### src/rtl/eth_avst_rx_framer.sv
`default_nettype none
// ============================================================================
//  Module   : eth_avst_rx_framer
//  Purpose  : Converts a MAC-side Avalon-ST receive stream (no backpressure)
//             into a single-region MFB stream with one output register.
//             Words that cannot be accepted are dropped and counted. A packet
//             cut short after its SOF has gone out is closed with a synthetic
//             error EOF word.
//  Revision : 1.0  initial release
// ============================================================================
module eth_avst_rx_framer #(
  parameter int DATA_WIDTH  = 512,
  parameter int EMPTY_WIDTH = 6,
  parameter int CNT_WIDTH   = 32
) (
  input  logic                   CLK,
  input  logic                   RESET_N,
  input  logic [DATA_WIDTH-1:0]  RX_AVST_DATA,
  input  logic                   RX_AVST_SOP,
  input  logic                   RX_AVST_EOP,
  input  logic [EMPTY_WIDTH-1:0] RX_AVST_EMPTY,
  input  logic                   RX_AVST_ERROR,
  input  logic                   RX_AVST_VALID,
  output logic [DATA_WIDTH-1:0]  TX_MFB_DATA,
  output logic                   TX_MFB_SOF,
  output logic                   TX_MFB_EOF,
  output logic [EMPTY_WIDTH-1:0] TX_MFB_EOF_POS,
  output logic                   TX_MFB_ERROR,
  output logic                   TX_MFB_SRC_RDY,
  input  logic                   TX_MFB_DST_RDY,
  output logic [CNT_WIDTH-1:0]   STAT_DISCARDED,
  output logic [CNT_WIDTH-1:0]   STAT_TRUNCATED
);

  // Position of the last byte in a full word.
  localparam logic [EMPTY_WIDTH-1:0] c_LAST_POS = EMPTY_WIDTH'(DATA_WIDTH/8 - 1);

  typedef enum logic [1:0] {
    ST_IDLE    = 2'd0,
    ST_PKT     = 2'd1,
    ST_DISCARD = 2'd2
  } state_t;

  state_t                 r_state;
  state_t                 w_state_nxt;
  logic                   r_trunc_pending;
  logic                   r_out_open;

  logic [DATA_WIDTH-1:0]  r_data;
  logic                   r_sof;
  logic                   r_eof;
  logic [EMPTY_WIDTH-1:0] r_eof_pos;
  logic                   r_error;
  logic                   r_src_rdy;
  logic [CNT_WIDTH-1:0]   r_stat_disc;
  logic [CNT_WIDTH-1:0]   r_stat_trunc;

  logic                   w_free;
  logic                   w_want_fwd;
  logic                   w_fwd;
  logic                   w_drop;
  logic                   w_set_trunc;
  logic                   w_load_synth;

  // Output register can take a new word when empty or being drained now.
  assign w_free       = !r_src_rdy || TX_MFB_DST_RDY;
  // A pending truncation owns the register before any input word.
  assign w_load_synth = r_trunc_pending && w_free;
  assign w_fwd        = w_want_fwd && w_free;

  // Next-state decode: classify each valid word as forward or drop.
  always_comb begin
    w_state_nxt = r_state;
    w_want_fwd  = 1'b0;
    w_drop      = 1'b0;
    w_set_trunc = 1'b0;
    if (RX_AVST_VALID) begin
      if (r_trunc_pending) begin
        // Rest of the broken packet is discarded until its EOP.
        w_drop      = 1'b1;
        w_state_nxt = RX_AVST_EOP ? ST_IDLE : ST_DISCARD;
      end else begin
        unique case (r_state)
          ST_IDLE: begin
            if (RX_AVST_SOP) begin
              w_want_fwd  = 1'b1;
              w_state_nxt = RX_AVST_EOP ? ST_IDLE : ST_PKT;
            end else begin
              w_drop      = 1'b1;
              w_state_nxt = RX_AVST_EOP ? ST_IDLE : ST_DISCARD;
            end
          end
          ST_PKT: begin
            if (RX_AVST_SOP) begin
              // New SOP inside an open packet: close the old one with error.
              w_drop      = 1'b1;
              w_set_trunc = r_out_open;
              w_state_nxt = RX_AVST_EOP ? ST_IDLE : ST_DISCARD;
            end else begin
              w_want_fwd  = 1'b1;
              w_state_nxt = RX_AVST_EOP ? ST_IDLE : ST_PKT;
            end
          end
          ST_DISCARD: begin
            w_drop = 1'b1;
            if (RX_AVST_EOP) begin
              w_state_nxt = ST_IDLE;
            end
          end
          default: begin
            w_state_nxt = ST_IDLE;
          end
        endcase
        // Overflow: register busy, the word is lost. Only a mid-packet word
        // leaves an already-emitted SOF dangling.
        if (w_want_fwd && !w_free) begin
          w_drop      = 1'b1;
          w_set_trunc = !RX_AVST_SOP && r_out_open;
          w_state_nxt = RX_AVST_EOP ? ST_IDLE : ST_DISCARD;
        end
      end
    end
  end

  // Framing state, truncation request and open-packet tracking.
  always_ff @(posedge CLK or negedge RESET_N) begin
    if (!RESET_N) begin
      r_state         <= ST_IDLE;
      r_trunc_pending <= 1'b0;
      r_out_open      <= 1'b0;
    end else begin
      r_state <= w_state_nxt;
      if (w_load_synth) begin
        r_trunc_pending <= 1'b0;
      end else if (w_set_trunc) begin
        r_trunc_pending <= 1'b1;
      end
      if (w_load_synth) begin
        r_out_open <= 1'b0;
      end else if (w_fwd) begin
        if (RX_AVST_EOP) begin
          r_out_open <= 1'b0;
        end else if (RX_AVST_SOP) begin
          r_out_open <= 1'b1;
        end
      end
    end
  end

  // Output register: synthetic EOF first, then forwarded word, else drain.
  always_ff @(posedge CLK or negedge RESET_N) begin
    if (!RESET_N) begin
      r_data    <= '0;
      r_sof     <= 1'b0;
      r_eof     <= 1'b0;
      r_eof_pos <= '0;
      r_error   <= 1'b0;
      r_src_rdy <= 1'b0;
    end else if (w_free) begin
      if (w_load_synth) begin
        r_data    <= '0;
        r_sof     <= 1'b0;
        r_eof     <= 1'b1;
        r_eof_pos <= c_LAST_POS;
        r_error   <= 1'b1;
        r_src_rdy <= 1'b1;
      end else if (w_fwd) begin
        r_data    <= RX_AVST_DATA;
        r_sof     <= RX_AVST_SOP;
        r_eof     <= RX_AVST_EOP;
        r_eof_pos <= RX_AVST_EOP ? (c_LAST_POS - RX_AVST_EMPTY) : '0;
        r_error   <= RX_AVST_EOP ? RX_AVST_ERROR : 1'b0;
        r_src_rdy <= 1'b1;
      end else begin
        r_src_rdy <= 1'b0;
      end
    end
  end

  // Statistics counters, free-running and wrapping.
  always_ff @(posedge CLK or negedge RESET_N) begin
    if (!RESET_N) begin
      r_stat_disc  <= '0;
      r_stat_trunc <= '0;
    end else begin
      if (w_drop) begin
        r_stat_disc <= r_stat_disc + CNT_WIDTH'(1);
      end
      if (w_load_synth) begin
        r_stat_trunc <= r_stat_trunc + CNT_WIDTH'(1);
      end
    end
  end

  assign TX_MFB_DATA    = r_data;
  assign TX_MFB_SOF     = r_sof;
  assign TX_MFB_EOF     = r_eof;
  assign TX_MFB_EOF_POS = r_eof_pos;
  assign TX_MFB_ERROR   = r_error;
  assign TX_MFB_SRC_RDY = r_src_rdy;
  assign STAT_DISCARDED = r_stat_disc;
  assign STAT_TRUNCATED = r_stat_trunc;

endmodule
`default_nettype wire

### config.mk
export PLATFORM = sky130hd
export DESIGN_NAME = eth_avst_rx_framer
export DESIGN_NICKNAME = d
export VERILOG_FILES = /design/src/rtl/eth_avst_rx_framer.sv
export SDC_FILE = /design/constraint.sdc
export NUM_CORES = 1
export LEC_CHECK = 0
export CAP_MARGIN = 10
export CORE_AREA = 4 4 425 427
export CTS_CLUSTER_SIZE = 12
export DETAILED_ROUTE_END_ITERATION = 6
export DIE_AREA = 0 0 429 431
export GPL_TIMING_DRIVEN = 0
export SKIP_CTS_REPAIR_TIMING = 1
export SLEW_MARGIN = 0
export SYNTH_ARGS = -nofsm -noshare
export SYNTH_HDL_FRONTEND = slang
export SYNTH_SLANG_ARGS = --single-unit
### constraint.sdc
create_clock -name CLK -period 2.2 [get_ports CLK]
set_input_delay 0.22 -clock CLK [delete_from_list [all_inputs] [get_ports CLK]]
set_output_delay 0.22 -clock CLK [all_outputs]
set_load 0.05 [all_outputs]
==> metrics.cfg, run 1 <==
[placement]
dp_slack_ns = -2.38
dp.cells = 5987

[route]
postRouteAntennaNets = 0
wl_met3_microns = 18200
dr.max_layer_used = met5
drc = 0
route.met2.wl_microns = 83700

[logic_synthesis]
top_area_cell = dfrtp_1
mux_share_pct = 0.0962
ys_chip_area_sq_um = 23400
ys_sh_aoi_pct = 11.7
syn_nets = 3057
synthXorXnorAreaFrac_pct = 2.36
yosys-top-cells-count = nand2_1 (1051), dfrtp_1 (590), a21oi_1 (520)
area_leaders = dfrtp_1 (63%), nand2_1 (17%), a21oi_1 (11%)
synthFlopType = dfrtp_1

[setup_path]
cp_max_fo = 10
worstSetupStartpointType = register
r2r_end = TX_MFB_DATA[298]$_DFFE_PN0P_
crit_path_start = r_state[0]$_DFFE_PN0P_
regToRegSetupSlack_ns = 0.03
critPathTopFamily = buffers and inverters
critical_path_depth = 9

[outcome]
outcome = finished clean

[final_layout]
syn_to_final_growth_pct = 79.8
seq_area_sq_um = 14800
largest_class = flip-flops and latches
comb_area_share_pct = 19.1
drive_gt1_share_pct = 9.10
nMultiInputCombCells = 1758
largest_reg_flops = 512
final_core_util_pct = 23.9
final-instance-count-excl-fill = 6172
final_cell_mix = nand2_1 (1033), clkdlybuf4s50_1 (767), dfrtp_1 (589)

[power_and_ir_drop]
p_leak_nw = 21.8
p_sw_w = 0.0378
power_w = 0.0732
p_sw_share_pct = 51.6
cellPowerDensity_nw_per_um2 = 1740
powerSeq_w = 0.0195
p_comb_share_pct = 55.1
p_clk_share_pct = 18.3
p_clk_w = 0.0134

[sta]
maxSlewViolCount = 0
setup_ws_ns = 0.0314
worst_slew_pin_slew_ns = 0.991
final-hold-violation-count = 0
final.setup.tns_ns = 0

[grt]
grt_pass1_wl_microns = 224000
grt_util_met1_pct = 20.6
grt_max_degree = 103
met2_usage_pct = 30.0
grtUsageTotal_pct = 17.9
grt_most_used_layer = met2

[die]
dieHeight_microns = 431
rows = 154
fp_util_pct = 13.3

[flow_run]
cap_viol_max_count = 0

[worst_hold_path]
min_path_type = in -> reg
whs_endpoint = TX_MFB_DATA[227]$_DFFE_PN0P_

[clock_tree]
htreeDepth = 3
clk_pin_slew_worst_paths_ns = 0.07
cts-root-buf = clkbuf_16

**Run 1: cells colored by class**

Bar = 100 microns. Fill, decap, tap and diode cells in gray.
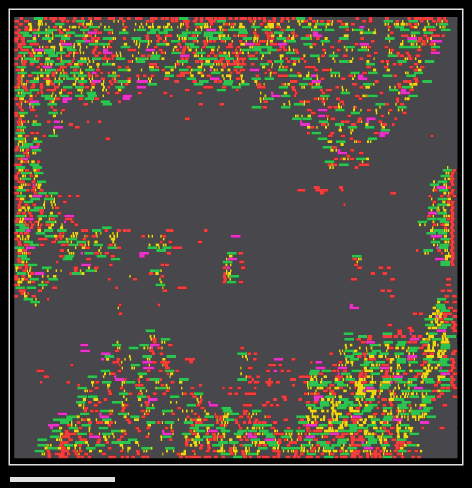
Key: remaining buffers and delay cells = red [cells 1309]; clock drivers and dummy loads = magenta [cells 141]; remaining logic cells = yellow [cells 1762]; registers = green [cells 590]

**Run 1: routed metal, one color a layer**

Bar = 100 microns.
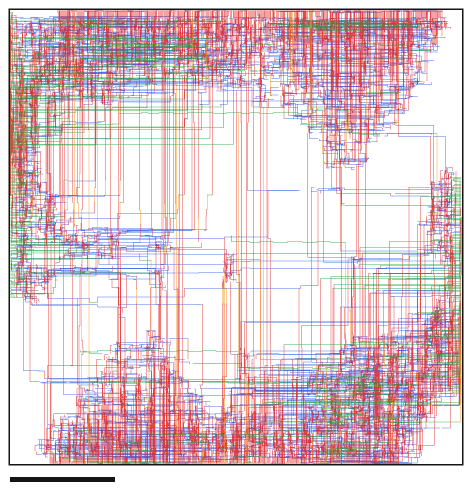
Key: M1 = blue [wire length 65.9 mm]; M3 = green [wire length 18200 microns]; M5 = purple [wire length 13.8 microns]; M2 = red [wire length 83.7 mm]; M4 = orange [wire length 6560 microns]

**Run 1: cell placement**

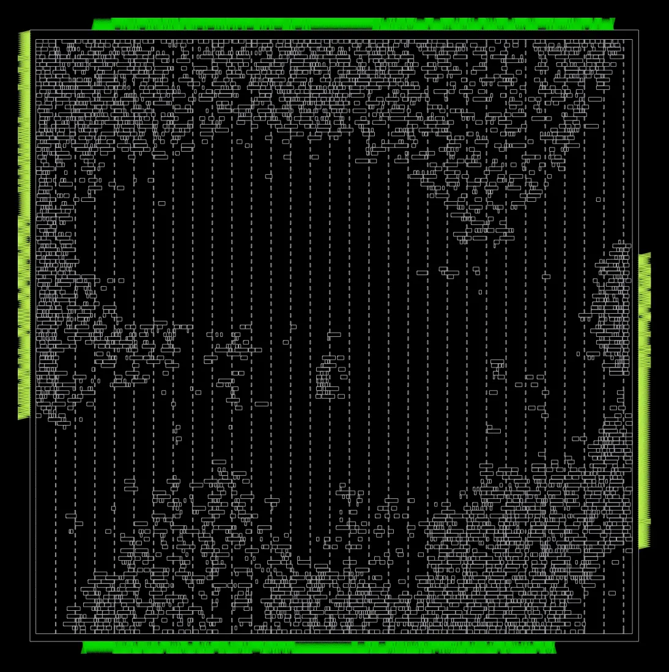
tap cells: 2340
layout filler cell count: 19080

**Run 1: metal 4**

Bar = 100 microns.
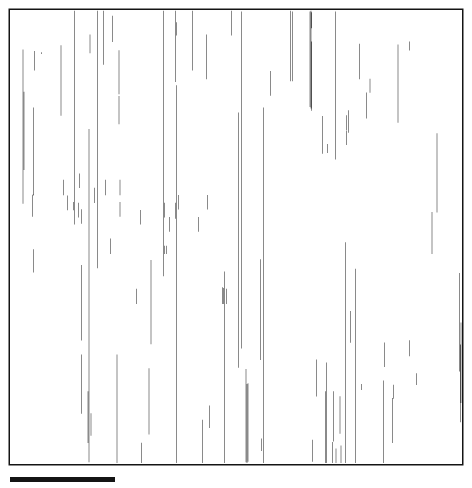
The layer carries 6560 microns of wire. The layer holds 3.8% of the routed length. 81 nets have wire on it.
total routed wirelength: 174000 microns
vias: 24201

==> inputs of run 2 (changes only) <==
--- a/config.mk
+++ b/config.mk
@@ -7,10 +7,12 @@
 export LEC_CHECK = 0
 export CAP_MARGIN = 10
 export CORE_AREA = 4 4 425 427
+export CTS_CLUSTER_DIAMETER = 60
 export CTS_CLUSTER_SIZE = 12
 export DETAILED_ROUTE_END_ITERATION = 6
 export DIE_AREA = 0 0 429 431
 export GPL_TIMING_DRIVEN = 0
+export MAX_ROUTING_LAYER = met4
 export SKIP_CTS_REPAIR_TIMING = 1
 export SLEW_MARGIN = 0
 export SYNTH_ARGS = -nofsm -noshare
**Run 2: cell placement**

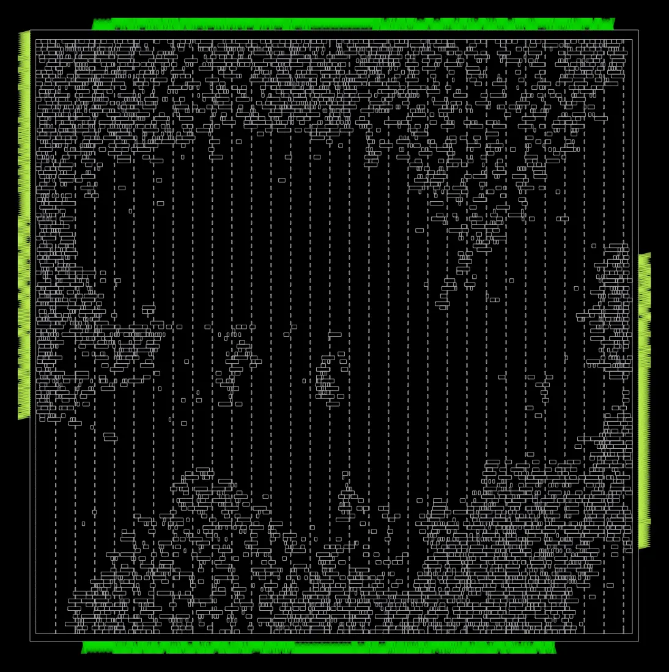
Row Count: 154
flop count: 590
Final Core Density: 24.1%

==> metrics.cfg, run 2 <==
[sta]
period_needed_ns = 2.14
finalClockSkew_ns = 0.0412
final.setup.tns_ns = 0
period_used_pct = 97.4
setup_viol_count_final = 0
slew_headroom_pct = 30.0
maxSlewViolCount = 0
final-hold-violation-count = 200
setup_ws_ns = 0.0574
hold_ws_ns = -0.151
fmax_mhz = 467
worst_slew_pin_slew_ns = 1.05

[final_layout]
final-instance-count-excl-fill = 6175
logic_area_sq_um = 8040
seq_area_sq_um = 14800
nFillCells = 19103
largest_class = flip-flops and latches
final_cell_area_sq_um = 42500
mostFrequentLayoutCell = nand2_1
final_cell_mix = nand2_1 (1032), clkdlybuf4s50_1 (715), dfrtp_1 (589)
nMultiInputCombCells = 1758
nets = 4281
seq_area_share_pct = 34.7
largest_reg_flops = 512
clockNetworkAreaShare_pct = 6.93
buf_share_pct = 32.4
drive_gt1_share_pct = 9.82
antenna_cells = 15
syn_to_final_growth_pct = 81.6
buffers = 1313
num-nonclk-inverters = 4
comb_area_share_pct = 18.9

[power_and_ir_drop]
powerSeq_w = 0.0195
p_sw_w = 0.0381
top_power_group = combinational cells
cellPowerDensity_nw_per_um2 = 1740
p_leak_nw = 22.6
p_comb_share_pct = 54.1
p_clk_share_pct = 19.7
power_w = 0.0741
p_sw_share_pct = 51.5
internal_power_w = 0.0360
peakVddDrop_uv = 1220
p_clk_w = 0.0146
combinationalPower_w = 0.0401
power_frac_seq_pct = 26.3

[die]
ios = 1111
dieHeight_microns = 431
fp_util_pct = 13.3
taps = 2340
die_w_microns = 429
core-area_sq_um = 176000
die-area_sq_um = 185000

[route]
drc = 0
wl_per_cell_microns = 28.2
drtIter0Drc = 1994
wl_met1_microns = 66300
dr.max_layer_used = met4
dr.pass1.iters = 6
viasPerCell = 3.93
postRouteAntennaNets = 0
route.met2.wl_microns = 83900
wl_met3_microns = 17500

[clock_tree]
htreeDepth = 3
clockBufferDepth = 3
clk_latency_ns = 0.71
cts-root-buf = clkbuf_16
cts_tree = built
cts_made_buffers = 87
cts_num_sinks = 590
clk_pin_slew_worst_paths_ns = 0.06

[logic_synthesis]
synthXorXnorAreaFrac_pct = 2.36
syn_nets = 3057
edf_count = 0
ys_sh_aoi_pct = 11.7
synthArstFlopShare_pct = 100
ys_top_logic_family = simple AND/OR/NAND/NOR gates
syn_inst = 2530
syn_area_sq_um = 23400
simple_gate_share_pct = 19.5
yosys_warnings = 0
synth.most_common_cell = nand2_1
ys_chip_area_sq_um = 23400
ys_cells = 2530
synthFlopType = dfrtp_1
synth_flops = 590
area_leaders = dfrtp_1 (63%), nand2_1 (17%), a21oi_1 (11%)
synth_top_area_share_pct = 63.1
ys_types = 34
top_area_cell = dfrtp_1
syn_area_per_cell_sq_um = 9.25
mux_share_pct = 0.0962
yosys-top-cells-count = nand2_1 (1051), dfrtp_1 (590), a21oi_1 (520)

[flow_run]
cap_viol_max_count = 0
tool_warnings = 31

[grt]
grt_use_met3_pct = 6.78
grt.overflow.total = 0
met2_usage_pct = 30.4
grt_most_used_layer = met2
grt_pass1_wl_microns = 226000
antenna_found_initial = 60
grt_max_degree = 117
grt_pass1_vias = 24238
grtUsageTotal_pct = 18.5
grt_util_met1_pct = 21.3

[setup_path]
max_stage_delay_ns = 0.45
crit_path_cell_trace = xor2_2 > nand2_1 > nor3b_4 > buf_12 > buf_12 > buf_8 > buf_6 > nand2_2 > a21oi_1
required_ns = 2.81
cp_max_fo = 10
endpoint = TX_MFB_DATA[199]$_DFFE_PN0P_
crit_path_top_delay_cell = dfrtp_2
r2r_end = TX_MFB_DATA[199]$_DFFE_PN0P_
regToRegSetupSlack_ns = 0.06
critical_path_class = reg -> reg
critPathTopFamily = buffers and inverters
crit_path_start = r_state[0]$_DFFE_PN0P_
critical_path_depth = 9
regToRegStartpoint = r_state[0]$_DFFE_PN0P_
r2r_cells = 9
critical_path.endpoint_type = register
crit_top_cell = buf_12
cp_num_buf_inv = 4
worstSetupStartpointType = register

[outcome]
violations = hold timing
outcome = finished, violations left

[placement]
dp_slack_ns = -2.43
gp_congestion = 0.961
dpl.hpwl_microns = 145000
dp.cells = 5988
io_buffer_count = 1108

[worst_hold_path]
min_path_type = in -> async

**Run 2: metal 4**

Bar = 100 microns.
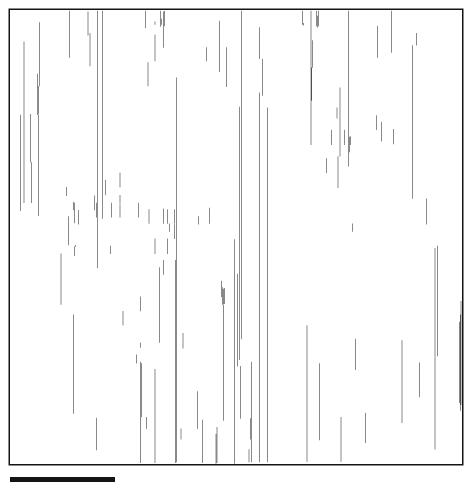
The layer holds 3.8% of the routed length. The layer carries 6700 microns of wire.
vias: 24240
total routed wirelength: 174000 microns

